Figure 1. Power grid (run 1).
(2 px per um) Pins as bars on the die edge. Tap cells in gray.
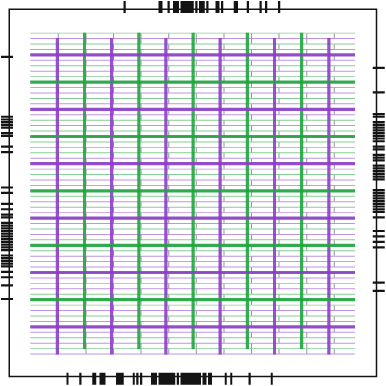
Figure 2. Metal 3 (run 1).
(1.5 px per um)
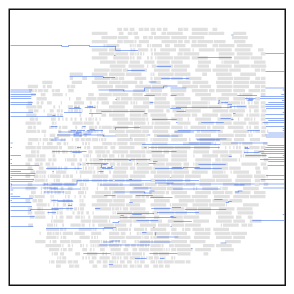
Figure 3. Met2 routing (run 1).
(1.5 px per um)
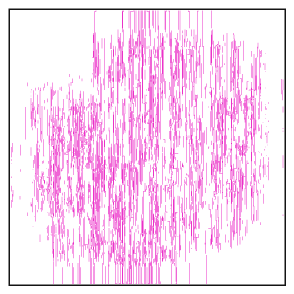
Figure 4. Signal wires by layer (run 1).
(2 px per um)
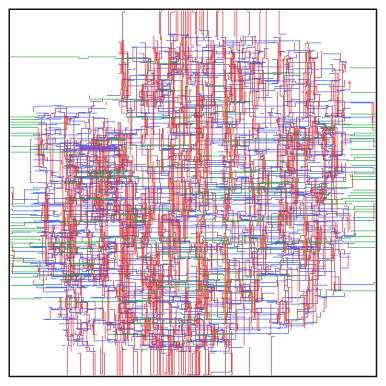
[src/rtl/rxll_fis_rx_if.sv]
// Link-layer receive bundle for rxll_fis_rx.
// The master side (link layer) drives the frame strobes and the data dword.
// The slave side (FIS receiver) returns backpressure and the tied-off
// destination discard strobe. All strobes are active low.
//   trn_rsof_n / trn_reof_n  start / end of frame marker for the current beat
//   trn_rsrc_rdy_n           source has a valid beat on trn_rd
//   trn_rsrc_dsc_n           source aborts the frame in progress
//   trn_rd                   frame dword
//   trn_rdst_rdy_n           receiver can take the beat
//   trn_rdst_dsc_n           receiver discard request (always inactive)
interface rxll_fis_rx_if;
  logic        trn_rsof_n;
  logic        trn_reof_n;
  logic        trn_rsrc_rdy_n;
  logic        trn_rsrc_dsc_n;
  logic [31:0] trn_rd;
  logic        trn_rdst_rdy_n;
  logic        trn_rdst_dsc_n;

  modport master (
    output trn_rsof_n, trn_reof_n, trn_rsrc_rdy_n, trn_rsrc_dsc_n, trn_rd,
    input  trn_rdst_rdy_n, trn_rdst_dsc_n
  );

  modport slave (
    input  trn_rsof_n, trn_reof_n, trn_rsrc_rdy_n, trn_rsrc_dsc_n, trn_rd,
    output trn_rdst_rdy_n, trn_rdst_dsc_n
  );
endinterface

[src/rtl/rxll_fis_rx.sv]
// FIS receive framer: takes link-layer beats, pushes tagged dwords into a
// downstream FIFO, keeps a shadow copy of the first 2**C_SHADOW_AW dwords of
// each frame and reports length / error status per frame.
// Ports:
//   phyclk, phyreset      clock, synchronous active-high reset
//   trn                   link-layer receive bundle (slave side)
//   wr_di, wr_en          FIFO word {SOF, EOF, flagged hdr, error, data} / push
//   wr_almost_full        FIFO almost full, throttles the link
//   rxfis_raddr/rdata     shadow RAM read port (combinational)
//   fis_hdr               trn_rd[11:0] of the last frame-starting SOF
//   fis_done              one-cycle frame-complete pulse
//   fis_len               dwords accepted in the completed frame
//   fis_err               {overlength, discard, sof_in_frame}
//   orphan_cnt            saturating count of beats seen outside a frame
module rxll_fis_rx #(
  parameter int unsigned C_SHADOW_AW     = 3,
  parameter int unsigned C_MAX_DW        = 2049,
  parameter int unsigned C_LEN_W         = 12,
  parameter logic [7:0]  C_HDR_FLAG_TYPE = 8'h46
) (
  input  logic                   phyclk,
  input  logic                   phyreset,
  rxll_fis_rx_if.slave           trn,
  output logic [35:0]            wr_di,
  output logic                   wr_en,
  input  logic                   wr_almost_full,
  input  logic [C_SHADOW_AW-1:0] rxfis_raddr,
  output logic [31:0]            rxfis_rdata,
  output logic [11:0]            fis_hdr,
  output logic                   fis_done,
  output logic [C_LEN_W-1:0]     fis_len,
  output logic [2:0]             fis_err,
  output logic [7:0]             orphan_cnt
);

  localparam int unsigned          DEPTH   = 1 << C_SHADOW_AW;
  localparam logic [C_LEN_W-1:0]   LEN_MAX = '1;
  localparam logic [C_LEN_W-1:0]   MAX_DW  = C_LEN_W'(C_MAX_DW);
  localparam logic [C_LEN_W-1:0]   LEN_ONE = C_LEN_W'(1);

  typedef enum logic [1:0] {
    ST_IDLE,
    ST_FRAME,
    ST_DROP
  } state_t;

  state_t             state;
  logic [C_LEN_W-1:0] len_cnt;
  logic [31:0]        ram [0:DEPTH-1];

  logic               sof;
  logic               eof;
  logic               discard;
  logic               stall_sof;
  logic               accept;
  logic               flagged;
  logic [C_LEN_W-1:0] len_inc;
  logic [C_LEN_W-1:0] ram_idx;
  logic               ram_we;

  assign sof     = !trn.trn_rsof_n;
  assign eof     = !trn.trn_reof_n;
  assign discard = !trn.trn_rsrc_dsc_n;
  assign flagged = (trn.trn_rd[7:0] == C_HDR_FLAG_TYPE);

  // A SOF arriving while a frame is open is held off for one cycle so the
  // open frame can be closed with an error word before the new one starts.
  assign stall_sof = (state == ST_FRAME) && !trn.trn_rsrc_rdy_n && sof;

  assign trn.trn_rdst_rdy_n = wr_almost_full | stall_sof;
  assign trn.trn_rdst_dsc_n = 1'b1;

  assign accept  = !trn.trn_rsrc_rdy_n && !trn.trn_rdst_rdy_n;
  assign len_inc = (len_cnt == LEN_MAX) ? len_cnt : len_cnt + LEN_ONE;

  // Length index of the current beat: 0 for a frame-starting SOF, otherwise
  // the number of beats already accepted in this frame.
  always_comb begin
    ram_idx = '0;
    ram_we  = 1'b0;
    if (accept) begin
      if (state == ST_IDLE && sof) begin
        ram_idx = '0;
        ram_we  = 1'b1;
      end else if (state == ST_FRAME && !discard) begin
        ram_idx = len_cnt;
        ram_we  = 1'b1;
      end
    end
    if ((ram_idx >> C_SHADOW_AW) != '0) begin
      ram_we = 1'b0;
    end
  end

  always_ff @(posedge phyclk) begin
    if (ram_we) begin
      ram[ram_idx[C_SHADOW_AW-1:0]] <= trn.trn_rd;
    end
  end

  assign rxfis_rdata = ram[rxfis_raddr];

  always_ff @(posedge phyclk) begin
    if (phyreset) begin
      state      <= ST_IDLE;
      len_cnt    <= '0;
      wr_di      <= '0;
      wr_en      <= 1'b0;
      fis_hdr    <= '0;
      fis_done   <= 1'b0;
      fis_len    <= '0;
      fis_err    <= '0;
      orphan_cnt <= '0;
    end else begin
      wr_en    <= 1'b0;
      fis_done <= 1'b0;
      case (state)
        ST_IDLE: begin
          if (accept) begin
            if (sof) begin
              fis_hdr <= trn.trn_rd[11:0];
              fis_err <= '0;
              len_cnt <= LEN_ONE;
              wr_di   <= {1'b1, eof, flagged, 1'b0, trn.trn_rd};
              wr_en   <= !flagged;
              if (eof) begin
                fis_done <= 1'b1;
                fis_len  <= LEN_ONE;
              end else begin
                state <= ST_FRAME;
              end
            end else if (orphan_cnt != 8'hFF) begin
              orphan_cnt <= orphan_cnt + 8'd1;
            end
          end
        end

        ST_FRAME: begin
          if (discard) begin
            wr_di      <= {4'b0101, 32'h0};
            wr_en      <= 1'b1;
            fis_err[1] <= 1'b1;
            fis_done   <= 1'b1;
            fis_len    <= len_cnt;
            state      <= ST_IDLE;
          end else if (stall_sof) begin
            wr_di      <= {4'b0101, 32'h0};
            wr_en      <= 1'b1;
            fis_err[0] <= 1'b1;
            fis_done   <= 1'b1;
            fis_len    <= len_cnt;
            state      <= ST_IDLE;
          end else if (accept) begin
            len_cnt <= len_inc;
            wr_en   <= 1'b1;
            if (eof) begin
              wr_di    <= {4'b0100, trn.trn_rd};
              fis_done <= 1'b1;
              fis_len  <= len_inc;
              state    <= ST_IDLE;
            end else if (len_inc >= MAX_DW) begin
              // Frame has reached the legal maximum without an EOF, so it
              // can only grow past it: terminate here and swallow the rest.
              wr_di      <= {4'b0101, trn.trn_rd};
              fis_err[2] <= 1'b1;
              fis_done   <= 1'b1;
              fis_len    <= len_inc;
              state      <= ST_DROP;
            end else begin
              wr_di <= {4'b0000, trn.trn_rd};
            end
          end
        end

        ST_DROP: begin
          if (discard) begin
            state <= ST_IDLE;
          end else if (accept) begin
            len_cnt <= len_inc;
            if (eof) begin
              state <= ST_IDLE;
            end
          end
        end

        default: state <= ST_IDLE;
      endcase
    end
  end

endmodule

[src/flat_wrapper.sv]
// flat-port wrapper written by rule: the top's interface ports become plain ports
module rxll_fis_rx_flat 
#(
  parameter int unsigned C_SHADOW_AW     = 3,
  parameter int unsigned C_MAX_DW        = 2049,
  parameter int unsigned C_LEN_W         = 12,
  parameter logic [7:0]  C_HDR_FLAG_TYPE = 8'h46
)
  (phyclk, phyreset, wr_di, wr_en, wr_almost_full, rxfis_raddr, rxfis_rdata, fis_hdr, fis_done, fis_len, fis_err, orphan_cnt, trn_trn_rsof_n, trn_trn_reof_n, trn_trn_rsrc_rdy_n, trn_trn_rsrc_dsc_n, trn_trn_rd, trn_trn_rdst_rdy_n, trn_trn_rdst_dsc_n);
  rxll_fis_rx_if trn_i ();
  input  logic phyclk;
  input  logic phyreset;
  output logic [35:0] wr_di;
  output logic wr_en;
  input  logic wr_almost_full;
  input  logic [C_SHADOW_AW-1:0] rxfis_raddr;
  output logic [31:0] rxfis_rdata;
  output logic [11:0] fis_hdr;
  output logic fis_done;
  output logic [C_LEN_W-1:0] fis_len;
  output logic [2:0] fis_err;
  output logic [7:0] orphan_cnt;
  input wire logic [$bits(trn_i.trn_rsof_n)-1:0] trn_trn_rsof_n;
  input wire logic [$bits(trn_i.trn_reof_n)-1:0] trn_trn_reof_n;
  input wire logic [$bits(trn_i.trn_rsrc_rdy_n)-1:0] trn_trn_rsrc_rdy_n;
  input wire logic [$bits(trn_i.trn_rsrc_dsc_n)-1:0] trn_trn_rsrc_dsc_n;
  input wire logic [$bits(trn_i.trn_rd)-1:0] trn_trn_rd;
  output wire logic [$bits(trn_i.trn_rdst_rdy_n)-1:0] trn_trn_rdst_rdy_n;
  output wire logic [$bits(trn_i.trn_rdst_dsc_n)-1:0] trn_trn_rdst_dsc_n;
  assign trn_i.trn_rsof_n = trn_trn_rsof_n;
  assign trn_i.trn_reof_n = trn_trn_reof_n;
  assign trn_i.trn_rsrc_rdy_n = trn_trn_rsrc_rdy_n;
  assign trn_i.trn_rsrc_dsc_n = trn_trn_rsrc_dsc_n;
  assign trn_i.trn_rd = trn_trn_rd;
  assign trn_trn_rdst_rdy_n = trn_i.trn_rdst_rdy_n;
  assign trn_trn_rdst_dsc_n = trn_i.trn_rdst_dsc_n;
  rxll_fis_rx #(.C_SHADOW_AW(C_SHADOW_AW), .C_MAX_DW(C_MAX_DW), .C_LEN_W(C_LEN_W), .C_HDR_FLAG_TYPE(C_HDR_FLAG_TYPE)) u_core (.phyclk(phyclk), .phyreset(phyreset), .trn(trn_i), .wr_di(wr_di), .wr_en(wr_en), .wr_almost_full(wr_almost_full), .rxfis_raddr(rxfis_raddr), .rxfis_rdata(rxfis_rdata), .fis_hdr(fis_hdr), .fis_done(fis_done), .fis_len(fis_len), .fis_err(fis_err), .orphan_cnt(orphan_cnt));
endmodule
[config.mk]
export PLATFORM = sky130hd
export DESIGN_NAME = rxll_fis_rx_flat
export DESIGN_NICKNAME = d
export VERILOG_FILES = /design/src/rtl/rxll_fis_rx_if.sv /design/src/rtl/rxll_fis_rx.sv /design/src/flat_wrapper.sv
export SDC_FILE = /design/constraint.sdc
export NUM_CORES = 1
export LEC_CHECK = 0
export CAP_MARGIN = 20
export CORE_MARGIN = 10
export CORE_UTILIZATION = 52
export DETAILED_ROUTE_END_ITERATION = 10
export GPL_TIMING_DRIVEN = 0
export PLACE_DENSITY = 0.74
export SETUP_SLACK_MARGIN = 0.1
export SLEW_MARGIN = 20
export SYNTH_ARGS = -nofsm -noshare
export SYNTH_HDL_FRONTEND = slang
export SYNTH_SLANG_ARGS = --single-unit
[constraint.sdc]
create_clock -name phyclk -period 6.1 [get_ports phyclk]
set_clock_uncertainty 0.2 [all_clocks]
set_input_delay 1.22 -clock phyclk [delete_from_list [all_inputs] [get_ports phyclk]]
set_output_delay 1.22 -clock phyclk [all_outputs]
set_load 0.02 [all_outputs]
==> impl_metrics.ini, run 1 <==
; synthesis and place-and-route metrics
[worst_hold_path]
worstHoldPathCells = 2
whs_endpoint = u_core.wr_di[23]$_SDFFE_PP0P_
worstHoldStart = u_core.wr_di[23]$_SDFFE_PP0P_

[yosys]
synth-main-ff-cell = edfxtp_1
edf_count = 256
yosysMostFrequentCell = edfxtp_1
ys_async_sr_fraction = 0
numSynthFlops = 343
netlist_instances = 909
yosysWarnings = 0

[pwr]
p_leak_nw = 5.64
fin_total_pwr_mw = 5.44
pwr-share-clk = 0.427
pwr-share-seq = 0.472
pg_comb_uw = 548
powerSeq_mw = 2.57
switchingPower_mw = 1.23

[global_routing]
grt_max_degree = 21
grt_pass1_vias = 9010

[outcome]
status = completed

[place]
pre_cts_slack_ns = 0.512
place_hpwl_mm = 23.3

[drt]
drtIter0Drc = 902
drt-met1-wl_mm = 13.9
met2_length_mm = 17.1
dr.max_layer_used = met5

[timing]
tns_ns = 0

[job]
drv_cap = 0

[worst_setup_path]
critPathRequiredTime_ns = 4.68
cp-end-kind = output port

[clock_network]
cts_resized = 0

[final_layout]
areaGrowthSynthToFinish_pct = 25.0
-- Figure 1 (at the start) --
| color | net |
|---|---|
| green | VDD |
| purple | VSS |
met4 straps: 11
rows: 59
met5 straps: 11
worst IR drop on VDD: 235 uV
die y size: 183 um

-- Figure 2 (at the start) --
nets with wire on the layer: 172
main direction: horizontal
share of all routed wire: 8.0%
wire length on this layer: 2730 um
drt total wl: 34.4 mm
Via Count: 8783

-- Figure 3 (at the start) --
wire length on this layer: 17100 um
longest straight run: 57.6 um
main direction: vertical

-- Figure 4 (at the start) --
| color | layer | wire length |
|---|---|---|
| blue | metal 1 | 13900 um |
| purple | metal 5 | 17.5 um |
| red | metal 2 | 17100 um |
| green | metal 3 | 2730 um |
| orange | metal 4 | 619 um |
post-DR wirelength/cell: 23.3 um
All-Layer GR Usage: 0.205

[run 1: flip-flops by register name (all words and copies together), names as in the netlist]
signal	flops
u_core.wr_en	1
u_core.orphan_cnt	8
u_core.state	2
u_core.fis_len	12
u_core.ram	256
u_core.len_cnt	12
u_core.wr_di	36
u_core.fis_done	1
u_core.fis_hdr	12
u_core.fis_err	3
[run 1: critical path: stages]
cell and delay (ns):
clkbuf_1 0.56, buf_1 0.79, mux4_2 0.60, mux2_2 0.28, clkdlybuf4s50_1 0.62
[run 1: cell type report]
type	instances	area, um2
buffer	60	250
clock buffer	48	991
clock inverter	17	273
fill	1754	8810
inverter	7	26.3
multi-input combinational	499	4150
sequential	343	9430
tap	335	419
timing repair buffer	167	1720
[run 1: cell usage in the layout (no fill, tap or decap), drive strengths merged, types with 6 or more instances in the layout]
master         netlist  layout
mux2i               12      12
or4                  6       6
ha                   6       6
dfxtp               87      87
nand2               97      97
nor2                32      32
buf                 15      41
clkbuf              45      93
nand3               47      47
nor3                14      14
a21oi               70      70
o21ai               14      14
xnor2                6       6
edfxtp             256     256
nand4                6       6
clkdlybuf4s50        0     141
mux4                64      64
inv                  7       9
clkinv               0       6
bufinv               0       7
nand2b              16      16
mux2                41      41
[run 1: cells by family (layout without fill, tap and decap cells)]
logic type | count (synthesis) | after routing | synth area share
flip-flops | 343 | 343 | 0.683
other | 1 | 1 | 0.000272
multiplexers | 117 | 117 | 0.147
buffers and inverters | 67 | 299 | 0.0200
XOR/XNOR | 11 | 11 | 0.00698
adder cells (fa/ha/maj) | 6 | 6 | 0.00544
AND-OR/OR-AND | 122 | 122 | 0.0530
AND/OR/NAND/NOR | 242 | 242 | 0.0842
==> run 2, diff against run 1 <==
Settings changed: CTS_CLUSTER_DIAMETER set to 80.
Figure 5. Signal wires by layer (run 2).
(2 px per um)
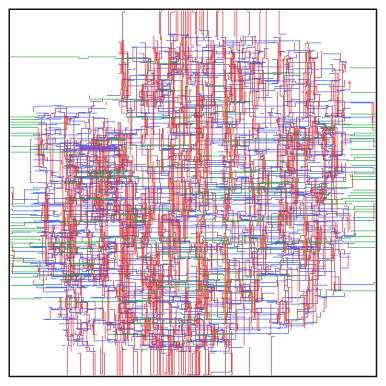
| color | layer | wire length |
|---|---|---|
| orange | metal 4 | 619 um |
| red | metal 2 | 17100 um |
| green | metal 3 | 2730 um |
| blue | metal 1 | 13900 um |
| purple | metal 5 | 17.5 um |

==> run 2 against run 1 <==
Against the previous run:
- via count did not move
- critical path type unchanged
- critical endpoint unchanged
- largest power group unchanged
- clock power barely moved
- combinational power barely moved
==> impl_metrics.ini, run 2 <==
; synthesis and place-and-route metrics
[yosys]
synth-main-ff-cell = edfxtp_1
edf_count = 256
numSynthFlops = 343
ys_async_sr_fraction = 0
yosysWarnings = 0
netlist_instances = 909

[drt]
met2_length_mm = 17.1
wl_per_cell_um = 23.3
dr.max_layer_used = met5
drtIter0Drc = 902
drt_pass1_iterations = 5
drt-met1-wl_mm = 13.9
wl_mm = 34.4

[pwr]
internal_power_mw = 4.22
pwr-share-seq = 0.472
switchingPower_mw = 1.23
vdd_drop_max_uv = 235
pwr-share-clk = 0.427
p_leak_nw = 5.64

[global_routing]
grt_max_degree = 21
grt_pass1_vias = 9010
grt_usage = 0.205

[clock_network]
clockRootBuffer = clkbuf_16
cts_resized = 0
numClockSinks = 343

[timing]
tns_ns = 0

[worst_hold_path]
worstHoldPathCells = 2
whs_endpoint = u_core.wr_di[23]$_SDFFE_PP0P_
worstHoldStart = u_core.wr_di[23]$_SDFFE_PP0P_

[final_layout]
largest_reg_flops = 256

[floorplanning]
die_h_um = 183

[job]
drv_cap = 0

[worst_setup_path]
regToRegSetupSlack_ns = 2.27
critPathRequiredTime_ns = 4.68
cp.arrival_ns = 4.09
cp-end-kind = output port

[place]
pre_cts_slack_ns = 0.512
place_hpwl_mm = 23.3

[outcome]
status = completed
==> run 2: cell counts in the layout (fill, tap and decap cells not counted) <==
Identical to the previous run, type by type.
==> run 2: per-layer routing <==
layer / up-vias / track usage
met1: 4433 / 0.265
met4: 2 / 0.0562
met5: - / 0
met2: 368 / 0.341
li1: 3921 / -
met3: 59 / 0.0498
==> run 2: layout make-up <==
| cell class | count | area [um2] |
|---|---|---|
| buffer | 60 | 250 |
| clock buffer | 48 | 991 |
| clock inverter | 17 | 273 |
| fill | 1754 | 8810 |
| inverter | 7 | 26.3 |
| multi-input combinational | 499 | 4150 |
| sequential | 343 | 9430 |
| tap | 335 | 419 |
| timing repair buffer | 167 | 1720 |
==> run 2: cell families after synthesis <==
logic type | synth area share
AOI/OAI and AO/OA | 0.0530
adders and majority gates | 0.00544
other | 0.000272
buffers and inverters | 0.0200
xor gates and xnor gates | 0.00698
muxes | 0.147
and+or+nand+nor | 0.0842
DFF | 0.683
==> run 2: worst max-delay path, stage by stage <==
cell and delay [ns]:
clkbuf_1 0.56, buf_1 0.79, mux4_2 0.60, mux2_2 0.28
clkdlybuf4s50_1 0.62
==> run 2: power by group through the flow <==
stage	clock network (mW)	registers, mW	logic (mW)
finish	2.32	2.57	0.548
floorplan	0	2.65	0.275
detailed placement	0	2.62	0.546
global placement	0	2.62	0.528
global route	2.45	2.57	0.589
CTS	2.35	2.57	0.549
==> run 2: stage by stage <==
step	hold WS (ns)	util	std cells
global placement	0.239	0.600	1385
CTS	0.254	0.661	1475
global route	0.268	0.662	1476
finish	0.254	0.662	1476
detailed placement	0.243	0.613	1410
floorplan	0.290	-	909
No activity file was given, so power comes from the tool's default toggle rates.
